$ cat config.mk
export PLATFORM = sky130hd
export DESIGN_NAME = mem_port_arbiter
export DESIGN_NICKNAME = d
export VERILOG_FILES = /design/src/rtl/mem_port_arbiter.sv
export SDC_FILE = /design/constraint.sdc
export NUM_CORES = 1
export LEC_CHECK = 0
export CAP_MARGIN = 20
export CORE_ASPECT_RATIO = 1.4
export CORE_MARGIN = 3
export CORE_UTILIZATION = 33
export DETAILED_ROUTE_END_ITERATION = 8
export PLACE_DENSITY = 0.77
export SYNTH_ARGS = -nofsm -noshare
export SYNTH_HDL_FRONTEND = slang
export SYNTH_SLANG_ARGS = --single-unit
$ cat constraint.sdc
create_clock -name clk -period 2.2 [get_ports clk]
set_input_delay 0.33 -clock clk [delete_from_list [all_inputs] [get_ports clk]]
set_output_delay 0.33 -clock clk [all_outputs]
set_load 0.01 [all_outputs]
$ cat src/rtl/mem_port_arbiter.sv
// mem_port_arbiter: round-robin share of one fixed-latency memory port
// between the instruction-fetch and data requesters.
`timescale 1ns/1ps
module mem_port_arbiter #(
    parameter int ADDR_W  = 32,
    parameter int DATA_W  = 32,
    parameter int MEM_LAT = 2
) (
    input  logic              clk,
    input  logic              rst,
    input  logic              if_req,
    input  logic [ADDR_W-1:0] if_addr,
    output logic              if_ack,
    output logic [DATA_W-1:0] if_rdata,
    input  logic              d_req,
    input  logic              d_we,
    input  logic [ADDR_W-1:0] d_addr,
    input  logic [DATA_W-1:0] d_wdata,
    output logic              d_ack,
    output logic [DATA_W-1:0] d_rdata,
    output logic              mem_en,
    output logic              mem_we,
    output logic [ADDR_W-1:0] mem_addr,
    output logic [DATA_W-1:0] mem_wdata,
    input  logic [DATA_W-1:0] mem_rdata,
    output logic              busy,
    output logic              owner
);
    typedef enum logic [1:0] {IDLE, ACCESS, DONE} state_t;
    localparam logic [3:0] LAT_M1 = 4'(MEM_LAT - 1);
    state_t            state_q, state_d;
    logic              owner_q, owner_d, last_q, last_d, we_q, we_d;
    logic [3:0]        cnt_q, cnt_d;
    logic [ADDR_W-1:0] addr_q, addr_d;
    logic [DATA_W-1:0] wdata_q, wdata_d, if_rdata_q, if_rdata_d, d_rdata_q, d_rdata_d;
    logic              grant, pick, last_cycle, capture;
    assign grant      = state_q == IDLE && (if_req || d_req);
    // pick = 1 selects data; on a tie the loser of the previous grant wins
    assign pick       = (if_req && d_req) ? !last_q : d_req;
    assign last_cycle = state_q == ACCESS && cnt_q == 4'd0;
    assign capture    = last_cycle && !we_q;
    always_ff @(posedge clk) begin
        if (!rst) state_q <= IDLE;
        else      state_q <= state_d;
    end
    always_comb begin
        state_d = state_q == IDLE   ? (grant ? ACCESS : IDLE) :
                  state_q == ACCESS ? (last_cycle ? DONE : ACCESS) : IDLE;
    end
    always_comb begin
        owner_d    = grant ? pick : owner_q;
        last_d     = grant ? pick : last_q;
        we_d       = grant ? pick && d_we : we_q;
        addr_d     = grant ? (pick ? d_addr : if_addr) : addr_q;
        wdata_d    = grant && pick ? d_wdata : wdata_q;
        cnt_d      = grant ? LAT_M1 : (state_q == ACCESS && cnt_q != 4'd0) ? cnt_q - 4'd1 : cnt_q;
        if_rdata_d = capture && !owner_q ? mem_rdata : if_rdata_q;
        d_rdata_d  = capture && owner_q ? mem_rdata : d_rdata_q;
    end
    always_ff @(posedge clk) begin
        if (!rst) begin
            owner_q    <= 1'b0;
            last_q     <= 1'b1;
            we_q       <= 1'b0;
            addr_q     <= '0;
            wdata_q    <= '0;
            cnt_q      <= '0;
            if_rdata_q <= '0;
            d_rdata_q  <= '0;
        end else begin
            owner_q    <= owner_d;
            last_q     <= last_d;
            we_q       <= we_d;
            addr_q     <= addr_d;
            wdata_q    <= wdata_d;
            cnt_q      <= cnt_d;
            if_rdata_q <= if_rdata_d;
            d_rdata_q  <= d_rdata_d;
        end
    end
    always_comb begin
        busy   = state_q != IDLE;
        mem_en = state_q == ACCESS;
        mem_we = state_q == ACCESS && we_q;
        if_ack = state_q == DONE && !owner_q;
        d_ack  = state_q == DONE && owner_q;
    end
    assign mem_addr  = addr_q;
    assign mem_wdata = wdata_q;
    assign if_rdata  = if_rdata_q;
    assign d_rdata   = d_rdata_q;
    assign owner     = owner_q;
endmodule

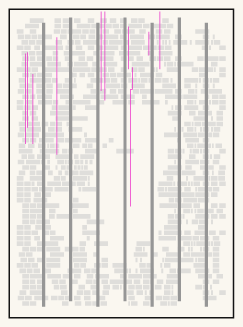
(run_1/met4.png)
(2 px per µm) Supply wires on this layer in grey. Cells faint in the background.
The longest straight run is 58.5 µm. The layer carries 391 µm of wire.
vias: 4465
drt total wl: 14.7 mm

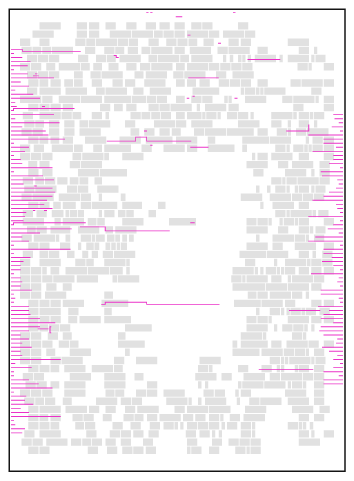
(run_1/met3.png)
(3 px per µm) Cells faint in the background.
The layer holds 7.6% of the routed length. The longest straight run is 24.2 µm.
GRT met3 Usage: 0.0528

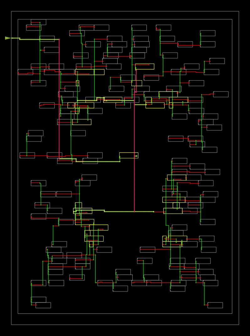
(run_1/final_clocks.png)
Flop Count: 137
clock network power: 2.65 mW

==> flow_metrics.py, run 1 <==
# Generated from Yosys and OpenROAD reports
metrics = {
    "power": {
        "seq_power_share": 0.413,
        "clock_power_share": 0.389,
        "p_leak_nw": 3.60,
        "pwr-share-comb": 0.199,
        "p_sw_frac": 0.254,
        "comb_cell_power_mw": 1.35,
        "power-top-group": "registers",
        "totalPowerFinal_mw": 6.82,
        "p_per_area_mw_per_mm2": 801,
        "internal-power_mw": 5.09,
        "p_seq_mw": 2.82,
    },
    "placement": {
        "port_buffers": 266,
        "routabilityCongestion": 0.814,
        "dp_cells": 902,
        "hpwl_mm": 11.1,
    },
    "synth": {
        "most_common_cell": "dfxtp_1",
        "synth-async-reset-ratio": 0,
        "top_area_frac": 0.535,
        "area_leaders": "dfxtp_1, mux2i_1, nand2_1, a22o_1, o2bb2ai_1",
        "mux_share": 0.187,
        "syn_inst": 471,
        "ys_warn_count": 0,
        "ys_ff": 137,
        "ys_seq_share": 0.535,
        "edf_count": 0,
        "fa_ha_area_frac": 0.00244,
        "syn-num-nets": 605,
        "synthTopCellsByCount": "dfxtp_1, nand2_1, mux2i_1",
        "synth_cell_type_count": 36,
        "logic_family": "multiplexers",
        "netlist_area_mm2": 0.00513,
        "synth-simple-area-share": 0.103,
    },
    "worst_setup_path": {
        "critical_path_buf_inv_count": 2,
        "crit_start": "state_q[1]",
        "cp.depth": 3,
        "r2r_slack_ps": 410,
        "slowest_stage": "clkdlybuf4s50_1",
        "worstSetupPathType": "flip-flop to output port",
        "path_max_fanout": 10,
        "cp_data_arrival_time_ps": 1680,
        "reg2reg_to": "d_rdata[21]",
        "startpoint_type": "flip-flop",
        "path_cells": "nand2b_2 > inv_2 > clkdlybuf4s50_1",
        "cp.required_ps": 1870,
        "crit_path_end_kind": "output port",
        "rr_worst_depth": 6,
        "crit_end": "mem_en",
    },
    "final_layout": {
        "comb_share": 0.255,
        "final-seq-area_mm2": 0.00274,
        "finalCoreUtilization": 0.563,
        "seqAreaFraction": 0.322,
        "logic_gate_count": 293,
        "fill_cells": 1298,
        "drive_above_1_share": 0.0675,
        "comb_area_mm2": 0.00217,
        "antenna_cells": 0,
        "final_cell_mix": "clkdlybuf4s50_1, dfxtp_1, nand2_1",
        "lay_top_count": "clkdlybuf4s50_1",
        "fin_nets": 863,
        "instances_no_fill": 933,
        "n_all_inverters": 5,
    },
    "global_route": {
        "grt_max_degree": 98,
        "met2_usage": 0.302,
        "antenna_found_initial": 0,
        "grt-ovfl-total": 0,
    },
    "detailed_routing": {
        "wl_per_cell_um": 15.8,
        "dr.pass1.iters": 4,
        "wl_met1_mm": 5.68,
        "drt_iter0_markers": 192,
        "drc_errors": 0,
        "wl_met3_mm": 1.12,
        "highest_layer": "met4",
    },
    "clocking": {
        "htreeDepth": 4,
        "numCtsBuffers": 17,
        "clockBufferDepth": 2,
        "clk_pin_slew_ps": 60,
        "clkLatencyLatePin_ps": 400,
        "ctsHoldBuffers": 0,
        "cts-root-buf": "clkbuf_16",
        "cts_tree": "built",
        "cts_resized": 1,
        "post-cts-setup-buffer-count": 0,
    },
    "die": {
        "die_w_um": 111,
        "taps": 192,
        "floorplanUtilization": 0.339,
    },
    "sta": {
        "whs_ps": 298,
        "maxSlewHeadroom": 0.608,
        "hold_violations": 0,
        "fin_tns_setup_ps": 0,
        "drv_slew": 0,
        "period_needed_ps": 2010,
    },
    "hold_path": {
        "hold_depth": 2,
        "worst_hold_startpoint": "rst",
        "min_to": "state_q[0]",
        "hp-class": "primary input to flip-flop",
    },
    "run_status": {
        "outcome": "finished, final reports clean",
    },
}
==> run 2, diff against run 1 <==
Settings changed: CORE_UTILIZATION 33 to 41, PLACE_DENSITY 0.77 to 0.91.
==> run 2 against run 1 <==
Power up 0.67%. Area after synthesis unchanged. Setup slack worse by 99 ps. Clock skew about the same. Hold slack worse by 12 ps. Sequential share of layout area up 0.22 points.
==> flow_metrics.py, run 2 <==
# Generated from Yosys and OpenROAD reports
metrics = {
    "hold_path": {
        "hold_depth": 2,
        "worst_hold_startpoint": "rst",
        "hp-class": "primary input to flip-flop",
        "min_to": "state_q[0]",
    },
    "detailed_routing": {
        "drc_errors": 0,
        "dr.pass1.iters": 6,
        "highest_layer": "met4",
        "wl_per_cell_um": 17.2,
        "wl_met3_mm": 1.09,
        "drtAntennaViolNets": 0,
        "drt_iter0_markers": 157,
        "wl_met1_mm": 5.56,
    },
    "synth": {
        "synth-async-reset-ratio": 0,
        "syn-num-nets": 605,
        "ys_ff": 137,
        "area_leaders": "dfxtp_1, mux2i_1, nand2_1, a22o_1, o2bb2ai_1",
        "syn_inst": 471,
        "fa_ha_area_frac": 0.00244,
        "yosysTopAreaCell": "dfxtp_1",
        "synth_cell_type_count": 36,
        "logic_family": "multiplexers",
        "synth-simple-area-share": 0.103,
        "netlist_area_mm2": 0.00513,
        "most_common_cell": "dfxtp_1",
        "top_area_frac": 0.535,
        "edf_count": 0,
        "ys_seq_share": 0.535,
        "mux_share": 0.187,
        "syn_avg_cell_area_um2": 10.9,
        "ys_warn_count": 0,
        "synthTopCellsByCount": "dfxtp_1, nand2_1, mux2i_1",
    },
    "sta": {
        "setup_viol": 0,
        "hold_violations": 0,
        "period_needed_ps": 2110,
        "layout_setup_ws_ps": 89.0,
        "finalCritPeriodShare": 0.960,
        "drv_slew": 0,
        "fin_tns_setup_ps": 0,
        "maxSlewHeadroom": 0.622,
        "whs_ps": 285,
    },
    "worst_setup_path": {
        "critical_path_buf_inv_count": 2,
        "path_max_fanout": 5,
        "startpoint_type": "flip-flop",
        "cp.depth": 3,
        "cp.required_ps": 1870,
        "cp_data_arrival_time_ps": 1780,
        "crit_start": "state_q[0]",
        "crit_path_end_kind": "output port",
        "crit_end": "busy",
        "reg2reg_to": "if_rdata[16]",
        "worstSetupPathType": "flip-flop to output port",
        "r2r_slack_ps": 400,
        "rr_worst_depth": 6,
        "slowest_stage": "clkdlybuf4s50_1",
        "path_cells": "nor2_1 > inv_1 > clkdlybuf4s50_1",
        "crit_family": "buffers and inverters",
    },
    "final_layout": {
        "instances_no_fill": 888,
        "drive_above_1_share": 0.0661,
        "final-seq-area_mm2": 0.00274,
        "final_cell_mix": "clkdlybuf4s50_1, dfxtp_1, nand2_1",
        "finalCoreUtilization": 0.702,
        "seqAreaFraction": 0.324,
        "n_all_inverters": 5,
        "comb_area_mm2": 0.00218,
        "synthToLayoutAreaGrowth_pct": 64.9,
        "antenna_cells": 0,
        "logic_gate_count": 293,
        "fill_cells": 855,
        "comb_share": 0.257,
        "ff_count": 137,
        "clockNetworkAreaShare": 0.0664,
        "lay_top_count": "clkdlybuf4s50_1",
        "fin_nets": 863,
    },
    "clocking": {
        "cts_resized": 1,
        "post-cts-setup-buffer-count": 0,
        "cts-root-buf": "clkbuf_16",
        "htreeDepth": 4,
        "ctsHoldBuffers": 0,
        "clk_pin_slew_ps": 60,
        "cts_tree": "built",
        "clkLatencyLatePin_ps": 400,
        "clockBufferDepth": 2,
        "numCtsBuffers": 17,
    },
    "global_route": {
        "use_met3": 0.0670,
        "grt-ovfl-total": 0,
        "met2_usage": 0.401,
        "grt_pass1_vias": 4882,
        "antenna_found_initial": 0,
        "grt_max_degree": 98,
    },
    "power": {
        "comb_cell_power_mw": 1.37,
        "clock_power_share": 0.390,
        "totalPowerFinal_mw": 6.87,
        "power-top-group": "registers",
        "seq_power_share": 0.411,
        "p_sw_frac": 0.252,
        "internal-power_mw": 5.14,
        "power.switching_mw": 1.73,
        "pwr-share-comb": 0.199,
        "p_clk_mw": 2.68,
        "p_per_area_mw_per_mm2": 812,
        "p_leak_nw": 3.59,
        "p_seq_mw": 2.82,
    },
    "placement": {
        "dp_cells": 857,
        "port_buffers": 266,
        "routabilityCongestion": 0.736,
        "hpwl_mm": 11.4,
    },
    "die": {
        "floorplanUtilization": 0.426,
        "floorplan.die_area_mm2": 0.0139,
        "die_w_um": 101,
        "taps": 147,
    },
    "run_status": {
        "outcome": "finished, final reports clean",
    },
}
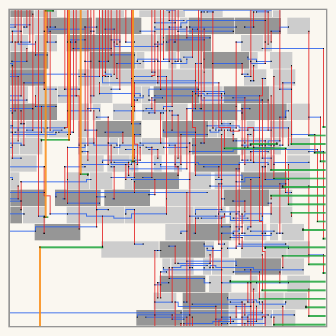
(run_2/zoom.png)
Region (50, 79) to (100, 129) µm. Cells in grey, sequential cells in the stronger grey; small squares are vias.
Orange stands for met4. Blue stands for met1. Red stands for met2. Green stands for met3.
Netlist names of flops here include d_rdata (13), if_rdata (13), mem_wdata (7). Sequential cells in the window: 33. Most frequent: clkdlybuf4s50_1 (45), nand2_1 (36), dfxtp_1 (33). 143 logic cells have their middle in the window.

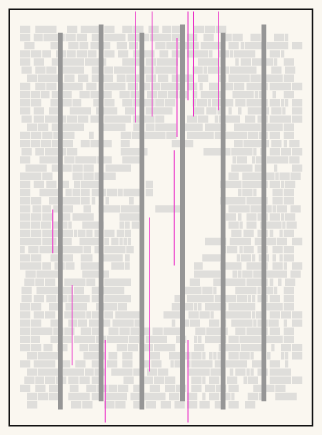
(run_2/met4.png)
(3 px per µm) Supply wires on this layer in grey. Cells faint in the background.
The layer holds 2.5% of the routed length. The longest straight run is 51.0 µm. 12 nets have wire on it. The wires run mostly vertical. The layer carries 385 µm of wire.
drt total wl: 15.3 mm
vias: 4505

==> run 3, diff against run 2 <==
Settings changed: CAP_MARGIN 20 to unset, GPL_TIMING_DRIVEN set to 0.
==> run 3 against run 2 <==
Synthesized cell count did not move. Maximum frequency increased by 1.8%. Flip-flop count did not move. Register-to-register slack improved by 30 ps. Via count is 3.2% higher. Critical path depth is 1 higher. Final area rose by 1.4%. Non-clock buffer count up 27. Sequential share of layout area shrank 0.44 points. Largest cell class unchanged.
==> flow_metrics.py, run 3 <==
# Generated from Yosys and OpenROAD reports
metrics = {
    "worst_setup_path": {
        "rr_worst_depth": 6,
        "crit_end": "mem_en",
        "crit_start": "state_q[1]",
        "cp_data_arrival_time_ps": 1740,
        "worstSetupPathType": "flip-flop to output port",
        "path_max_fanout": 10,
        "cp.depth": 4,
        "startpoint_type": "flip-flop",
        "r2r_slack_ps": 430,
        "crit_family": "buffers and inverters",
        "path_cells": "nand2b_1 > buf_6 > inv_2 > clkdlybuf4s50_1",
        "crit_path_end_kind": "output port",
        "critical_path_buf_inv_count": 3,
        "slowest_stage": "clkdlybuf4s50_1",
        "reg2reg_to": "if_rdata[2]",
    },
    "sta": {
        "whs_ps": 461,
        "period_needed_ps": 2070,
        "layout_setup_ws_ps": 127,
        "fin_tns_setup_ps": 0,
        "hold_violations": 0,
        "maxSlewHeadroom": 0.625,
    },
    "synth": {
        "mux_share": 0.187,
        "syn_avg_cell_area_um2": 10.9,
        "top_area_frac": 0.535,
        "yosysTopAreaCell": "dfxtp_1",
        "edf_count": 0,
        "synth-simple-area-share": 0.103,
        "netlist_area_mm2": 0.00513,
        "logic_family": "multiplexers",
        "synthTopCellsByCount": "dfxtp_1, nand2_1, mux2i_1",
        "most_common_cell": "dfxtp_1",
        "area_leaders": "dfxtp_1, mux2i_1, nand2_1, a22o_1, o2bb2ai_1",
        "ys_seq_share": 0.535,
        "ys_warn_count": 0,
        "syn_inst": 471,
        "ys_ff": 137,
        "synth-async-reset-ratio": 0,
    },
    "placement": {
        "dp_cells": 884,
        "routabilityCongestion": 0.811,
        "hpwl_mm": 12.5,
    },
    "final_layout": {
        "fill_cells": 839,
        "comb_share": 0.251,
        "final_cell_mix": "clkdlybuf4s50_1, dfxtp_1, nand2_1",
        "final-seq-area_mm2": 0.00274,
        "clockNetworkAreaShare": 0.0697,
        "ff_count": 137,
        "n_all_inverters": 5,
        "finalCoreUtilization": 0.712,
        "antenna_cells": 0,
        "seqAreaFraction": 0.320,
        "logic_gate_count": 293,
        "synthToLayoutAreaGrowth_pct": 67.2,
    },
    "clocking": {
        "clkLatencyLatePin_ps": 400,
        "cts-root-buf": "clkbuf_16",
        "cts_tree": "built",
        "htreeDepth": 4,
        "clk_pin_slew_ps": 60,
        "cts_resized": 0,
        "clockBufferDepth": 2,
        "post-cts-setup-buffer-count": 0,
    },
    "global_route": {
        "grt_max_degree": 17,
        "grt_pass1_vias": 5212,
        "met2_usage": 0.429,
        "antenna_found_initial": 0,
        "grt-ovfl-total": 0,
    },
    "power": {
        "p_leak_nw": 3.69,
        "comb_cell_power_mw": 1.39,
        "p_seq_mw": 2.82,
        "p_per_area_mw_per_mm2": 822,
        "power.switching_mw": 1.84,
        "internal-power_mw": 5.21,
        "p_sw_frac": 0.261,
        "totalPowerFinal_mw": 7.05,
        "seq_power_share": 0.399,
    },
    "die": {
        "die_w_um": 101,
        "floorplan.die_area_mm2": 0.0139,
        "taps": 147,
        "floorplanUtilization": 0.426,
    },
    "detailed_routing": {
        "dr.pass1.iters": 4,
        "wl_per_cell_um": 17.4,
        "drc_errors": 0,
        "drt_iter0_markers": 72,
        "drtAntennaViolNets": 0,
        "wl_met1_mm": 5.68,
        "wl_met3_mm": 1.14,
    },
    "hold_path": {
        "min_to": "d_rdata[26]",
        "hold_depth": 2,
        "hp-class": "flip-flop to flip-flop",
    },
    "run_status": {
        "outcome": "finished, final reports clean",
    },
}
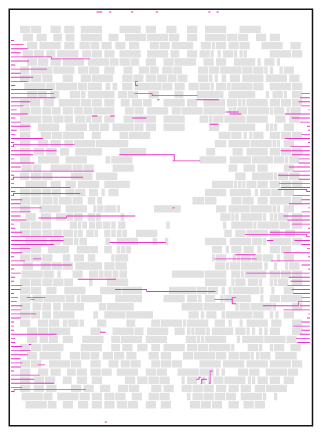
(run_3/met3.png)
(3 px per µm) Cells faint in the background.
The layer carries 1140 µm of wire. 169 nets have wire on it.
drt total wl: 15.9 mm
vias: 4648
GRT met3 Usage: 0.0711

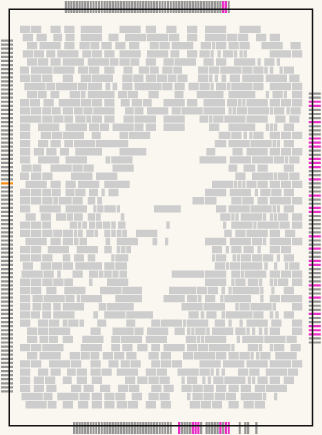
(run_3/pins.png)
(3 px per µm) Pins as bars across the die edge, other pins in grey.
Orange stands for d_we, pins 1, direction input, edge left. Magenta stands for if_rdata, pins 32, direction output, edge 23 right, 7 bottom, 2 top.
All pins by edge: 87 left, 62 right, 60 top, 58 bottom.

Power is estimated from default activity; no workload was simulated.
